File: config.mk
export PLATFORM = sky130hd
export DESIGN_NAME = ext_pipe
export DESIGN_NICKNAME = d
export VERILOG_FILES = /design/src/rtl/ext_pipe_pkg.sv /design/src/rtl/ext_pipe_core.sv /design/src/rtl/ext_pipe.sv
export SDC_FILE = /design/constraint.sdc
export NUM_CORES = 1
export LEC_CHECK = 0
export ABC_AREA = 1
export CAP_MARGIN = 20
export CORE_AREA = 2 2 66 99
export CTS_CLUSTER_DIAMETER = 150
export DETAILED_ROUTE_END_ITERATION = 10
export DIE_AREA = 0 0 68 101
export PLACE_DENSITY_LB_ADDON = 0.12
export SYNTH_ARGS = -nofsm -noshare
export SYNTH_HDL_FRONTEND = slang
export SYNTH_HIERARCHICAL = 1
export SYNTH_SLANG_ARGS = --single-unit
export TNS_END_PERCENT = 30
File: constraint.sdc
create_clock -name clk -period 1.25 [get_ports clk]
set_input_delay 0.375 -clock clk [delete_from_list [all_inputs] [get_ports clk]]
set_output_delay 0.375 -clock clk [all_outputs]
set_load 0.02 [all_outputs]
File: src/rtl/ext_pipe_pkg.sv
`default_nettype none
// ============================================================================
// Module  : ext_pkg
// Brief   : Shared types and constants for the extension unit.
// Rev     : 1.0  initial release
// ============================================================================
package ext_pkg;

  localparam int EXT_MODE_W = 2;

  typedef enum logic [EXT_MODE_W-1:0] {
    EXT_ZERO = 2'b00,  // zero-fill upper bits
    EXT_SIGN = 2'b01,  // replicate the input MSB
    EXT_HIGH = 2'b10,  // place the input in the upper bits (lui-style)
    EXT_ONES = 2'b11   // one-fill upper bits
  } ext_mode_t;

endpackage : ext_pkg
`default_nettype wire

File: src/rtl/ext_pipe_core.sv
`default_nettype none
// ============================================================================
// Module  : ext_core
// Brief   : Combinational IN_W -> OUT_W extender, four modes. Usable on its
//           own as the single-cycle datapath extender.
// Rev     : 1.0  initial release
// ============================================================================
module ext_core
  import ext_pkg::*;
#(
  parameter int IN_W  = 16,
  parameter int OUT_W = 32
) (
  input  logic [IN_W-1:0]       data_i,
  input  logic [EXT_MODE_W-1:0] mode_i,
  output logic [OUT_W-1:0]      data_o
);

  localparam int PAD_W = OUT_W - IN_W;

  // Select the extended value for the requested mode
  always_comb begin
    data_o = {{PAD_W{1'b0}}, data_i};
    case (mode_i)
      EXT_ZERO: data_o = {{PAD_W{1'b0}}, data_i};
      EXT_SIGN: data_o = {{PAD_W{data_i[IN_W-1]}}, data_i};
      EXT_HIGH: data_o = {data_i, {PAD_W{1'b0}}};
      EXT_ONES: data_o = {{PAD_W{1'b1}}, data_i};
      default:  data_o = {{PAD_W{1'b0}}, data_i};
    endcase
  end

endmodule : ext_core
`default_nettype wire

File: src/rtl/ext_pipe.sv
`default_nettype none
// ============================================================================
// Module  : ext_pipe
// Brief   : Extension unit followed by a STAGES-deep valid/ready pipeline
//           with bubble collapsing.
// Rev     : 1.0  initial release
// ============================================================================
module ext_pipe
  import ext_pkg::*;
#(
  parameter int IN_W   = 16,
  parameter int OUT_W  = 32,
  parameter int STAGES = 2
) (
  input  logic                  clk,
  input  logic                  rst_n,
  input  logic                  in_valid,
  output logic                  in_ready,
  input  logic [IN_W-1:0]       in_data,
  input  logic [EXT_MODE_W-1:0] in_mode,
  output logic                  out_valid,
  input  logic                  out_ready,
  output logic [OUT_W-1:0]      out_data,
  output logic                  busy
);

  logic [OUT_W-1:0]  ext_d;
  logic [STAGES-1:0] valid_q;
  logic [OUT_W-1:0]  data_q [STAGES];
  logic [STAGES-1:0] load;
  // Candidate contents for each stage: what it takes when it loads
  logic [STAGES-1:0] valid_d;
  logic [OUT_W-1:0]  data_d [STAGES];

  ext_core #(
    .IN_W  (IN_W),
    .OUT_W (OUT_W)
  ) u_core (
    .data_i (in_data),
    .mode_i (in_mode),
    .data_o (ext_d)
  );

  // A stage is blocked only when it and every stage below it hold a beat
  // and the consumer is stalling; expressed per stage so the ready chain is
  // a flat AND rather than a loop through the load vector.
  for (genvar k = 0; k < STAGES; k++) begin : g_stage
    assign load[k] = ~((&valid_q[STAGES-1:k]) & ~out_ready);
    if (k == 0) begin : g_head
      assign valid_d[k] = in_valid;
      assign data_d[k]  = ext_d;
    end else begin : g_body
      assign valid_d[k] = valid_q[k-1];
      assign data_d[k]  = data_q[k-1];
    end
  end

  // Advance each stage that loads; data only moves with a valid beat so
  // emptied stages keep their last value instead of picking up stale data
  always_ff @(posedge clk or negedge rst_n) begin
    if (!rst_n) begin
      valid_q <= '0;
      for (int k = 0; k < STAGES; k++) begin
        data_q[k] <= '0;
      end
    end else begin
      for (int k = 0; k < STAGES; k++) begin
        if (load[k]) begin
          valid_q[k] <= valid_d[k];
          if (valid_d[k]) begin
            data_q[k] <= data_d[k];
          end
        end
      end
    end
  end

  assign in_ready  = load[0];
  assign out_valid = valid_q[STAGES-1];
  assign out_data  = data_q[STAGES-1];
  assign busy      = |valid_q;

endmodule : ext_pipe
`default_nettype wire

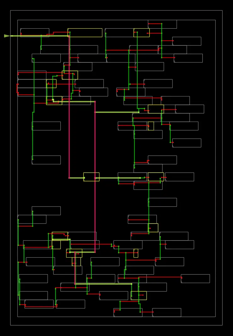
Run 1: clock nets
clk sinks: 66
Fin Clk Skew: 0.0113 ns

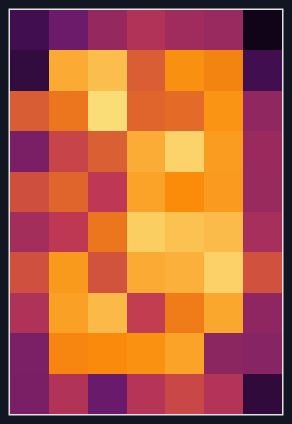
Run 1: local utilization
Scale: 4 px per µm. The die is cut into 7 by 10 equal tiles; black is low, pale yellow is high, 0 to 100% covered.
densest ninth of the die: center
fullest tile: 93%
mean over tiles: 58%
tiles over 75% full: 33%
floorplan utilization: 48.8%
final core occ: 68.0%
core area: 0.00604 mm²

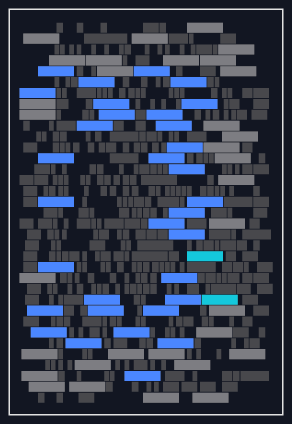
Run 1: sequential cells colored by netlist name
Scale: 4 px per µm.
| color | signal | sequential cells |
|---|---|---|
| cyan | `valid_q` | 2 |
| blue | `data_d` | 32 |
not colored: 32
P_seq: 0.00287 W
Seq/total area: 40.2%
flip-flop and latch area: 0.00165 mm²

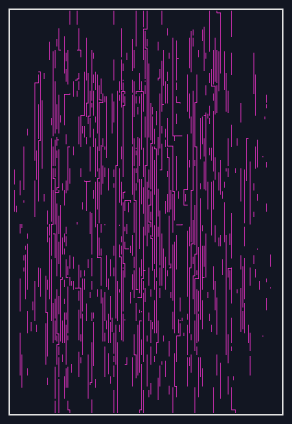
Run 1: signal wires on met2
Scale: 4 px per µm.
wire length on this layer: 3600 µm
nets with wire on the layer: 371
share of all routed wire: 51%

[run 1: worst max-delay path: cells and delay by family]
family / cells / cell delay, ns
AND/OR/NAND/NOR: 1 / 0.11
buffers and inverters: 3 / 0.66
[run 1: cell usage in the layout, fill, tap and decap left out, types with 2 or more instances in the layout]
cell	netlist	final
nand2_1	130	130
dfrtp_1	66	66
nand3_1	64	64
buf_4	8	34
nor2_1	32	32
buf_6	3	23
clkdlybuf4s50_1	0	20
buf_2	10	16
inv_1	17	16
a21oi_1	16	16
clkbuf_8	0	9
buf_12	0	5
nand2_4	1	3
clkbuf_16	0	3
inv_2	1	2
clkinvlp_4	0	2
clkinv_4	0	2
buf_8	0	2
[run 1: synth_stat cells, drive strengths merged]
| library cell | count | area [µm²] |
|---|---|---|
| buf | 21 | 144 |
| nand3 | 65 | 338 |
| a21oi | 16 | 80.1 |
| clkbuf | 4 | 15.0 |
| inv | 18 | 67.6 |
| nand2 | 134 | 518 |
| nor2 | 33 | 131 |
| or2 | 1 | 6.26 |
| dfrtp | 66 | 1650 |
[run 1: registers in the layout (all words and copies together) (netlist names)]
| signal | count |
|---|---|
| valid_q | 2 |
| data_d | 32 |
| out_data | 32 |
[run 1: area by class of cell]
cell class / instances / area (µm²)
fillers: 510 / 1940
multi-input cells: 249 / 1100
repair buffers: 103 / 1000
flip-flops and latches: 66 / 1650
well taps: 74 / 92.6
inverters: 18 / 67.6
clock inverters: 6 / 67.6
clock buffers: 10 / 128
[run 1: final timing paths]
kind	end	depth (start not counted)	slack, ns
worst max-delay path	in_ready	4	-0.28
worst min-delay path	out_data[0]	2	0.02
worst max register to register	data_d[9]	8	-0.14
worst min register to register	out_data[29]	2	0.46
max in group asynchronous	data_d[12]	2	0.95
min in group clk	out_data[29]	2	0.46
[run 1: power by group through the flow]
stage / Combinational [W] / Clock [W] / Sequential, W
2_1_floorplan: 0.000732 / 0 / 0.00323
3_3_place_gp: 0.00215 / 0 / 0.00286
3_5_place_dp: 0.00217 / 0 / 0.00289
4_1_cts: 0.00219 / 0.00181 / 0.00286
5_1_grt: 0.00254 / 0.00193 / 0.00292
6_report: 0.00231 / 0.00177 / 0.00287
[run 1: per-layer routing]
layer	track usage (%)	wire length, µm	part of all wire (%)	vias to the layer above
li1	-	-	-	1302
met1	29.6	2970	42	1231
met2	35.0	3600	51	68
met3	5.59	352	5.0	10
met4	10.5	125	1.8	0
met5	0	0	0	-
[run 1: what timing repair did]
item,4_1_cts,5_1_grt
setup endpoints to repair,68,101
gates cloned,0,4
pin swaps,1,0
gates resized,184,11
buffers inserted,8,6
[run 1: metrics by stage]
step                      total power [W]  cells  area, µm²  setup slack, ns
after floorplan                   0.00396    358       2950          0.00749
after global placement            0.00501    492       3710           -0.732
after detailed placement          0.00506    492       3710           -0.745
after CTS                         0.00687    516       3930           -0.259
after global routing              0.00740    526       4110           -0.318
final                             0.00695    526       4110           -0.281
[run 1: kinds of logic after synthesis]
family / Yosys count
and+or+nand+nor: 233
buffers and inverters: 43
DFF: 66
AOI/OAI and AO/OA: 16
==> results.cfg, run 1 <==
; yosys + openroad results
[synthesis]
yosys_warnings = 6
ys_sh_xor_pct = 0
mux_share_pct = 0
synth_nets = 380
syn_area_per_cell_um2 = 8.24
logic_family = simple AND/OR/NAND/NOR gates
yosysChipArea_mm2 = 0.00295
synthesis.area_mm2 = 0.00295
simple_gate_area_share_pct = 33.7
postSynthSeqShare_pct = 56.0
ys_types = 16
ys_cells = 358
ys_sh_aoi_pct = 2.71
syn_inst = 358

[final_layout]
syn_to_final_growth_pct = 39.1
num-nets-final = 469
layout-drive-gt1-share_pct = 23.7
diodes = 0

[sta]
fin_crit_ns = 1.53
whs_ns = 0.0221
fin_crit_sh_pct = 122
worst_pin_slew_ns = 0.367
timing.fmax_ghz = 0.653
rsz0062_at_grt = true
setup_viol = 62
maxSlewViolCount = 0
setup_ws_ns = -0.281
finalHoldViolCount = 0
setup_tns_ns = -4.75

[global_routing]
antenna_found_initial = 0
grt_overflow = 0
grt_max_degree = 67
track_usage_pct = 22.7
grt_pass1_vias = 2492
grt_first_pass_wirelength_mm = 11.5

[pwr]
power_switching_w = 0.00232
clkPwrFrac_pct = 25.5
p_seq_share_pct = 41.2
intPower_w = 0.00463
switching_share_pct = 33.4
peakVddDrop_v = 0.000938
p_per_area_mw_per_mm2 = 1690
leakage_nw = 2.24
pwr-share-comb_pct = 33.3

[floorplanning]
design.die.area_mm2 = 0.00687
ios = 57
num_rows = 35
die-width_um = 68
die_h_um = 101

[placed_design]
place_congestion = 0.891
dpl.hpwl_mm = 4.44
port_buffers = 56

[setup_path]
worst-endpoint-arrival_ns = 1.16
crit_path_end_kind = output port
crit_chain = clkdlybuf4s50_1, inv_2, nand3_4, buf_6
max_stage_delay_ns = 0.41
critPathSlowestCell = clkdlybuf4s50_1
start_kind = input pin
r2r_start = valid_q[1]
worstSetupPathType = input pin to output port
path_max_fanout = 3
critPathRequiredTime_ns = 0.88
crit_start = out_ready

[drt]
drt_iter0_markers = 151
via_count = 2611
drt_pass1_iterations = 4
wl_per_cell_um = 13.4
wl_mm = 7.05
drcViolationCount = 0
ant_nets = 0
vias_per_cell = 4.96

[clock_tree]
htreeDepth = 3
cts_buffer_depth = 2
clk_latency_ns = 0.35
holdBufCountCts = 0
clk_pin_slew_ns = 0.08
root_buffer = clkbuf_8
cts_made_buffers = 9
cts_tree = yes

[min_path]
hold_path.class = input pin to async pin

[outcome]
run_status = finished with violations
violations = negative setup slack

[job]
warnings = 28
max_cap_violations = 0
Run 1, PDN straps and rails:
Scale: 4 px per µm. Pins as bars on the die edge.
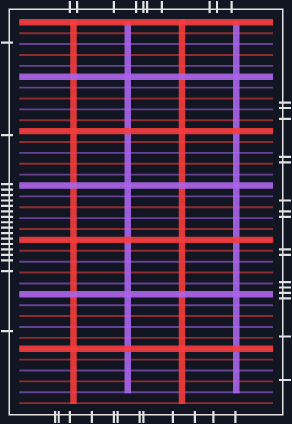

==> run 1 -> run 2 <==
- CELL_PAD_IN_SITES_DETAIL_PLACEMENT: unset -> 0
- CELL_PAD_IN_SITES_GLOBAL_PLACEMENT: unset -> 1
- CORE_AREA: 2 2 66 99 -> 2 2 75 113
- DIE_AREA: 0 0 68 101 -> 0 0 77 115
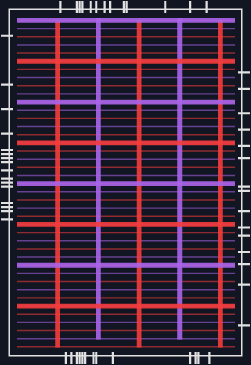
Run 2: PDN straps and rails
Scale: 3 px per µm. Pins as bars on the die edge.
| color | net |
|---|---|
| red | VSS |
| purple | VDD |
signal pins: 57
met5 straps: 8
met4 straps: 5
met1 rails: 41

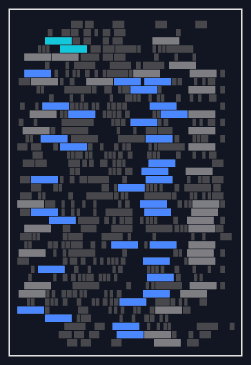
Run 2: sequential cells colored by netlist name
Scale: 3 px per µm.
| color | signal | sequential cells |
|---|---|---|
| cyan | `valid_q` | 2 |
| blue | `data_d` | 32 |

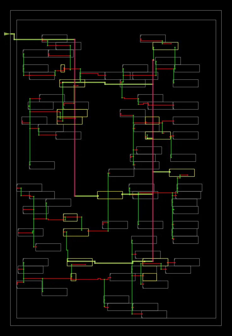
Run 2: clock nets
flop count: 66
CTS buffer count: 9
clock network power: 0.00254 W

==> run 2 against run 1 <==
  * Clock power rose by 44%
  * The flow still finishes with violations (negative setup slack)
  * Sequential share of layout area fell by 1.8 points
  * Flip-flop count did not move
  * Synthesized cell count did not move
  * Maximum frequency rose by 5.6%
  * Core utilization fell by 14 points
  * Worst hold slack improved by 0.037 ns
  * First-iteration DRC count fell by 1.3%
  * Non-clock buffer count fell by 3
==> results.cfg, run 2 <==
; yosys + openroad results
[synthesis]
ys_types = 16
top_cell = nand2_1
yosysTopAreaCellShare_pct = 56.0
synth_nets = 380
syn_inst = 358
synthTopCellsByCount = nand2_1, dfrtp_1, nand3_1
postSynthSeqShare_pct = 56.0
yosysChipArea_mm2 = 0.00295
ff_type = dfrtp_1
synthesis.area_mm2 = 0.00295
edf_count = 0
topCellsByArea = dfrtp_1, nand2_1, nand3_1, nor2_1, a21oi_1
yosys_warnings = 6
ys_cells = 358
async_reset_ff_share_pct = 100

[final_layout]
mostFrequentLayoutCell = nand2_1
layout-drive-gt1-share_pct = 23.0
layout.area.comb_mm2 = 0.00109
seq_area_mm2 = 0.00165
fillers = 823
syn_to_final_growth_pct = 45.7
fin_util_pct = 54.4
lay_top_cells = nand2_1, dfrtp_1, nand3_1
num-nets-final = 466

[floorplanning]
core_area_mm2 = 0.00791
design.die.area_mm2 = 0.00886
initial_utilization_pct = 37.3
die_h_um = 115
num_rows = 40
ios = 57

[global_routing]
grt_first_pass_wirelength_mm = 11.8
grt_overflow = 0
grt_max_degree = 67
grt_pass1_vias = 2487
antenna_found_initial = 0

[clock_tree]
cts_sinks = 66
clk_pin_slew_ns = 0.05
cts_tree = yes
cts_buffer_depth = 2
htreeDepth = 3
root_buffer = clkbuf_16
clk_latency_ns = 0.33

[setup_path]
critPathRequiredTime_ns = 0.88
crit_start = valid_q[0]
crit_path_end_kind = output port
r2r_start = valid_q[1]
regToRegSetupSlack_ns = -0.06
r2r_cells = 8
reg2reg_to = data_d[22]
crit_end = busy
worst-endpoint-arrival_ns = 1.07
path_max_fanout = 3
start_kind = flip-flop
worstSetupPathType = flip-flop to output port

[job]
warnings = 28
max_cap_violations = 0

[drt]
drcViolationCount = 0
wl_per_cell_um = 13.2
drt_iter0_markers = 149
ant_nets = 0
wl_mm = 7.28
vias_per_cell = 4.66

[pwr]
leakage_nw = 2.32
intPower_w = 0.00537
peakVddDrop_v = 0.00117
pwr-share-comb_pct = 29.6
power_switching_w = 0.00231
p_seq_share_pct = 37.4
p_per_area_mw_per_mm2 = 1790
clkPwrFrac_pct = 33.0

[sta]
setup_viol = 36
whs_ns = 0.0595
fin_crit_sh_pct = 116
fin_crit_ns = 1.45
maxSlewViolCount = 0
clock_skew_ns = 0.00501
finalHoldViolCount = 0
setup_ws_ns = -0.200
rsz0062_at_grt = true
worst_pin_slew_ns = 0.348

[min_path]
hold_path.class = input pin to async pin

[outcome]
run_status = finished with violations
violations = negative setup slack

[placed_design]
dpl.hpwl_mm = 4.67
port_buffers = 56
place_congestion = 0.817
==> run 2: cell counts after synthesis <==
Identical to the previous run, type by type.
==> run 2: metrics by stage <==
step | area [µm²] | power, W | setup TNS [ns] | instances | setup WS, ns
6_report | 4300 | 0.00769 | -1.62 | 553 | -0.200
5_1_grt | 4300 | 0.00813 | -4.73 | 553 | -0.243
4_1_cts | 4040 | 0.00757 | -3.96 | 541 | -0.214
3_5_place_dp | 3770 | 0.00506 | -33.87 | 521 | -0.690
3_3_place_gp | 3770 | 0.00504 | -32.81 | 521 | -0.675
2_1_floorplan | 2950 | 0.00396 | 0 | 358 | 0.00749
==> run 2: worst max-delay path: stages, from the launching register on <==
cell and delay, ns:
dfrtp_1 0.39, or2_4 0.23, buf_6 0.13
==> run 2: how the worst min path moves through the flow <==
stage                     slack, ns  start  cells after the start      endpoint
after floorplan                0.08  rst_n                      0     data_d[0]
after global placement         0.42  rst_n                      2  out_data[10]
after detailed placement       0.42  rst_n                      2  out_data[10]
after CTS                      0.07  rst_n                      2    data_d[29]
after global routing           0.09  rst_n                      2  out_data[19]
final                          0.06  rst_n                      2     data_d[9]
==> run 2: area by class of cell <==
type                            count  area share [%]
Clock buffer                       13            6.29
Clock inverter                      2           0.815
Inverter                           18            1.57
Multi-Input combinational cell    249            25.5
Sequential cell                    66            38.4
Tap cell                          105            3.06
Timing Repair Buffer              100            24.4
==> run 2: logic make-up (layout without fill, tap and decap cells) <==
family,count (synthesis),in the layout,share of synthesized area [%]
flip-flops,66,66,56.0
AND/OR/NAND/NOR,233,233,33.7
AND-OR/OR-AND,16,16,2.71
buffers and inverters,43,133,7.67
==> run 2: repair_timing <==
action / CTS / global route
pin swaps: 0 / 1
hold buffers: 0 / 0
gates resized: 176 / 18
gates cloned: 0 / 6
buffers inserted: 5 / 6
endpoints found under the setup margin: 100 / 98
hold endpoints to repair: 0 / 0
==> run 2: power by group through the flow <==
| stage | Combinational [W] | Sequential [W] | Clock [W] |
|---|---|---|---|
| after floorplan | 0.000732 | 0.00323 | 0 |
| after global placement | 0.00217 | 0.00287 | 0 |
| after detailed placement | 0.00218 | 0.00289 | 0 |
| after CTS | 0.00210 | 0.00287 | 0.00260 |
| after global routing | 0.00249 | 0.00294 | 0.00270 |
| final | 0.00228 | 0.00287 | 0.00254 |
==> run 2: routing by layer <==
metal | part of all wire (%) | track usage, % | vias up
li1 | - | - | 1303
met3 | 3.7 | 4.24 | 11
met5 | 0 | 0 | -
met4 | 2.2 | 8.21 | 0
met1 | 41 | 18.9 | 1214
met2 | 53 | 30.5 | 51
Power is estimated from default activity; no workload was simulated.
